$ cat config.mk
export PLATFORM = sky130hd
export DESIGN_NAME = uart_receiver
export DESIGN_NICKNAME = d
export VERILOG_FILES = /design/src/rtl/uart_pkg.sv /design/src/rtl/uart_rx_sync.sv /design/src/rtl/uart_receiver.sv
export SDC_FILE = /design/constraint.sdc
export NUM_CORES = 1
export LEC_CHECK = 0
export ABC_AREA = 1
export CAP_MARGIN = 20
export CORE_MARGIN = 8
export CORE_UTILIZATION = 63
export CTS_CLUSTER_DIAMETER = 60
export DETAILED_ROUTE_END_ITERATION = 7
export HOLD_SLACK_MARGIN = 0.08
export PLACE_DENSITY = 0.83
export SLEW_MARGIN = 40
export SYNTH_ARGS = -nofsm -noshare
export SYNTH_HDL_FRONTEND = slang
export SYNTH_SLANG_ARGS = --single-unit
$ cat constraint.sdc
create_clock -name i_clk -period 2.7 [get_ports i_clk]
set_input_delay 0.27 -clock i_clk [delete_from_list [all_inputs] [get_ports i_clk]]
set_output_delay 0.27 -clock i_clk [all_outputs]
set_load 0.05 [all_outputs]
$ cat src/rtl/uart_pkg.sv
// Shared UART definitions: baud codes, bit-period table and receiver states.
// Used by both the transmitter and the receiver so one baud_set value drives both.
package uart_pkg;

    localparam logic [2:0] BAUD_9600   = 3'd0;
    localparam logic [2:0] BAUD_19200  = 3'd1;
    localparam logic [2:0] BAUD_38400  = 3'd2;
    localparam logic [2:0] BAUD_57600  = 3'd3;
    localparam logic [2:0] BAUD_115200 = 3'd4;

    localparam int CNT_W = 13;

    localparam logic [CNT_W-1:0] BIT_MAX_9600   = 13'd5207;
    localparam logic [CNT_W-1:0] BIT_MAX_19200  = 13'd2603;
    localparam logic [CNT_W-1:0] BIT_MAX_38400  = 13'd1301;
    localparam logic [CNT_W-1:0] BIT_MAX_57600  = 13'd867;
    localparam logic [CNT_W-1:0] BIT_MAX_115200 = 13'd433;

    typedef enum logic [2:0] {
        S_IDLE,
        S_START,
        S_DATA,
        S_STOP,
        S_BREAK
    } rx_state_e;

    // Unlisted codes fall back to the slowest rate.
    function automatic logic [CNT_W-1:0] bit_max(input logic [2:0] baud_set);
        logic [CNT_W-1:0] v;
        case (baud_set)
            BAUD_19200:  v = BIT_MAX_19200;
            BAUD_38400:  v = BIT_MAX_38400;
            BAUD_57600:  v = BIT_MAX_57600;
            BAUD_115200: v = BIT_MAX_115200;
            default:     v = BIT_MAX_9600;
        endcase
        return v;
    endfunction

endpackage

$ cat src/rtl/uart_rx_sync.sv
// Metastability synchronizer for the asynchronous rx line, plus falling-edge detect.
module uart_rx_sync #(
    parameter int SYNC_STAGES = 2
) (
    input  logic i_clk,
    input  logic i_rst,
    input  logic i_rx,
    output logic o_rx_s,
    output logic o_fall
);

    logic [SYNC_STAGES-1:0] r_sync;
    logic                   r_rx_d;

    // Reset to idle-high so releasing reset never looks like a start edge.
    always_ff @(posedge i_clk) begin
        if (i_rst) begin
            r_sync <= '1;
            r_rx_d <= 1'b1;
        end else begin
            r_sync <= {r_sync[SYNC_STAGES-2:0], i_rx};
            r_rx_d <= r_sync[SYNC_STAGES-1];
        end
    end

    assign o_rx_s = r_sync[SYNC_STAGES-1];
    assign o_fall = r_rx_d & ~o_rx_s;

endmodule

$ cat src/rtl/uart_receiver.sv
// 8N1 UART receive stage: mid-bit sampling, per-frame baud latch, framing-error detect.
module uart_receiver
    import uart_pkg::*;
#(
    parameter int SYNC_STAGES = 2
) (
    input  logic       i_clk,
    input  logic       i_rst,
    input  logic [2:0] i_baud_set,
    input  logic       i_rx,
    output logic [7:0] o_data,
    output logic       o_rx_done,
    output logic       o_frame_err,
    output logic       o_rx_busy
);

    logic             w_rx_s;
    logic             w_fall;
    rx_state_e        r_state;
    rx_state_e        w_state_nxt;
    logic [CNT_W-1:0] r_cnt;
    logic [CNT_W-1:0] w_cnt_nxt;
    logic [CNT_W-1:0] r_bit_max;
    logic [CNT_W-1:0] w_bit_max_nxt;
    logic [2:0]       r_bit_idx;
    logic [2:0]       w_bit_idx_nxt;
    logic [7:0]       r_shift;
    logic [7:0]       w_shift_nxt;
    logic [7:0]       r_data;
    logic [7:0]       w_data_nxt;
    logic             r_done;
    logic             w_done_nxt;
    logic             r_ferr;
    logic             w_ferr_nxt;
    logic             r_busy;

    uart_rx_sync #(
        .SYNC_STAGES(SYNC_STAGES)
    ) u_sync (
        .i_clk  (i_clk),
        .i_rst  (i_rst),
        .i_rx   (i_rx),
        .o_rx_s (w_rx_s),
        .o_fall (w_fall)
    );

    always_ff @(posedge i_clk) begin
        if (i_rst) begin
            r_state   <= S_IDLE;
            r_cnt     <= '0;
            r_bit_max <= '0;
            r_bit_idx <= '0;
            r_shift   <= '0;
            r_data    <= '0;
            r_done    <= 1'b0;
            r_ferr    <= 1'b0;
            r_busy    <= 1'b0;
        end else begin
            r_state   <= w_state_nxt;
            r_cnt     <= w_cnt_nxt;
            r_bit_max <= w_bit_max_nxt;
            r_bit_idx <= w_bit_idx_nxt;
            r_shift   <= w_shift_nxt;
            r_data    <= w_data_nxt;
            r_done    <= w_done_nxt;
            r_ferr    <= w_ferr_nxt;
            r_busy    <= (w_state_nxt != S_IDLE);
        end
    end

    always_comb begin
        w_state_nxt   = r_state;
        w_cnt_nxt     = r_cnt + 13'd1;
        w_bit_max_nxt = r_bit_max;
        w_bit_idx_nxt = r_bit_idx;
        w_shift_nxt   = r_shift;
        w_data_nxt    = r_data;
        w_done_nxt    = 1'b0;
        w_ferr_nxt    = 1'b0;
        unique case (r_state)
            S_IDLE: begin
                w_cnt_nxt = '0;
                if (w_fall) begin
                    w_state_nxt   = S_START;
                    w_bit_max_nxt = bit_max(i_baud_set);
                end
            end
            S_START: begin
                // A start bit that is gone by mid-bit was a glitch.
                if (r_cnt == (r_bit_max >> 1)) begin
                    w_cnt_nxt     = '0;
                    w_bit_idx_nxt = '0;
                    w_state_nxt   = w_rx_s ? S_IDLE : S_DATA;
                end
            end
            S_DATA: begin
                if (r_cnt == r_bit_max) begin
                    w_cnt_nxt              = '0;
                    w_shift_nxt[r_bit_idx] = w_rx_s;
                    if (r_bit_idx == 3'd7) begin
                        w_state_nxt = S_STOP;
                    end else begin
                        w_bit_idx_nxt = r_bit_idx + 3'd1;
                    end
                end
            end
            S_STOP: begin
                if (r_cnt == r_bit_max) begin
                    w_cnt_nxt = '0;
                    if (w_rx_s) begin
                        w_data_nxt  = r_shift;
                        w_done_nxt  = 1'b1;
                        w_state_nxt = S_IDLE;
                    end else begin
                        w_ferr_nxt  = 1'b1;
                        w_state_nxt = S_BREAK;
                    end
                end
            end
            S_BREAK: begin
                w_cnt_nxt = '0;
                if (w_rx_s) begin
                    w_state_nxt = S_IDLE;
                end
            end
            default: begin
                w_cnt_nxt   = '0;
                w_state_nxt = S_IDLE;
            end
        endcase
    end

    assign o_data      = r_data;
    assign o_rx_done   = r_done;
    assign o_frame_err = r_ferr;
    assign o_rx_busy   = r_busy;

endmodule

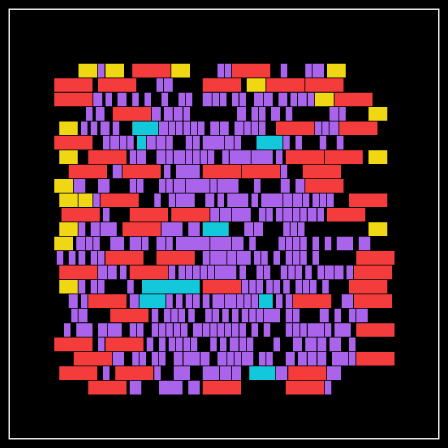
cell_classes.png
legend:
  cyan:
    class: clock drivers and dummy loads
    cells: 8
    share_of_their_area: 3.9%
  yellow:
    class: other buffers and delay cells
    cells: 17
    share_of_their_area: 5.8%
  purple:
    class: all other logic
    cells: 326
    share_of_their_area: 54%
  red:
    class: flip-flops
    cells: 52
    share_of_their_area: 36%

==> results.toml <==
# flow metrics
[global_routing]
grt_busiest_layer = "met2"
antenna_found_initial = 0
met1_usage = 0.2549
grtUsageMet3 = 0.03753
track_usage = 0.1795
grt_max_degree = 22
gr-usage-met2 = 0.2622

[synthesis]
syn_area_um2 = 2646
yosys_area_um2 = 2646
syn_nets = 396
synth-edff-count = 0
synthXorXnorAreaFrac = 0.02979
async_flop_share = 0
ys_cells = 387
topCellsByArea = "dfxtp_1 (39%), nand2_1 (14%), nor2_1 (8.1%)"
ys_sh_aoi = 0.08747
logic_family = "simple AND/OR/NAND/NOR gates"
synthAdderAreaFrac = 0.01418
synth.most_common_cell = "nand2_1"
simple_gate_share = 0.3773
synth_flops = 52
yosysTopAreaCell = "dfxtp_1"
synth.area.mux_share = 0
yosysWarnings = 0
yosys-top-cells-count = "nand2_1 (102), nor2_1 (57), dfxtp_1 (52), inv_1 (47), o21ai_0 (21)"
synth_top_area_share = 0.3934

[clock_network]
postCtsSetupBuffers = 0
cts_hold_buf = 0
clk-insertion-delay-late_ns = 0.31
ctsRootBufferMaster = "clkbuf_8"
cts_resized = 0
clk_path_buf_depth = 2
clk_pin_slew_ns = 0.09

[pwr]
top_power_group = "registers"
total_leakage_power_nw = 1.284
p_total_mw = 1.465
power.share.clock = 0.364
pwr-share-comb = 0.094
seqPwrFrac = 0.542
pg_comb_mw = 0.138
power.internal_mw = 1.102

[layout]
clk_share = 0.03800
largest_class = "logic gates"
mi_logic_area_um2 = 1346
sh_seq_area = 0.3553
fillers = 334
antennaDiodeCount = 0
final_util = 0.7273
top_regs = "r_cnt (13), r_bit_max (11)"
drive_gt1_frac = 0.09926
n_clock_buffer = 5
final_cells = 453
nFlopsAndLatches = 52

[critical_path]
ff2ff_path_depth = 6
required_ns = 2.95
start_kind = "flop"
path_buffers = 0
crit_end = "r_cnt[11]"
endpoint_kind = "flop"

[sta]
grt_setup_unrepaired = "false"
min_period_ns = 1.794
finalSetupViolations = 0
hold_viol = 0
worst_slack_ns = 0.9060
slew_violations = 0
finalClockPeriodUsage = 0.6644
clock-skew-final_ns = 0.01104

[min_path]
min_path_type = "flop to flop"
holdCritStartpoint = "u_sync.r_sync[0]"

[placed_design]
dp_hpwl_um = 4217
place_ws_ns = 0.9490
gp_congestion = 0.9408
dp.cells = 445

[detailed_routing]
totalWireLength_um = 5595
wl_met3_um = 269
drcViolationCount = 0
num_vias = 2348

[floorplan]
core_area_um2 = 4029

[outcome]
outcome = "completed"
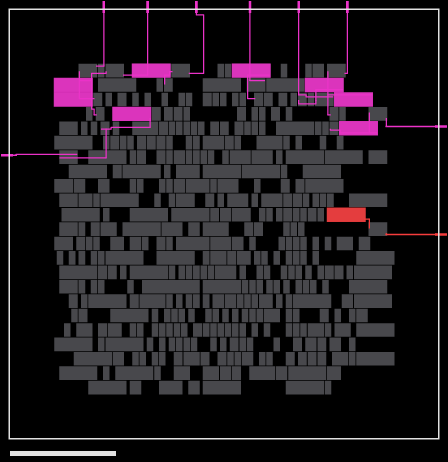
port_nets.png
Bar = 20 µm.
legend:
  magenta:
    port: o_data
    bits: 8
    direction: output
    edge: 6 north, 1 east, 1 west
    end_cells: 8
    buffers: 8
    wire: 221 µm
  red:
    port: o_rx_busy
    bits: 1
    direction: output
    edge: east
    end_cells: 1
    buffers: 1
    wire: 12.2 µm
number of port buffers: 16
I/O Pins: 17

No activity file was given, so power comes from the tool's default toggle rates.
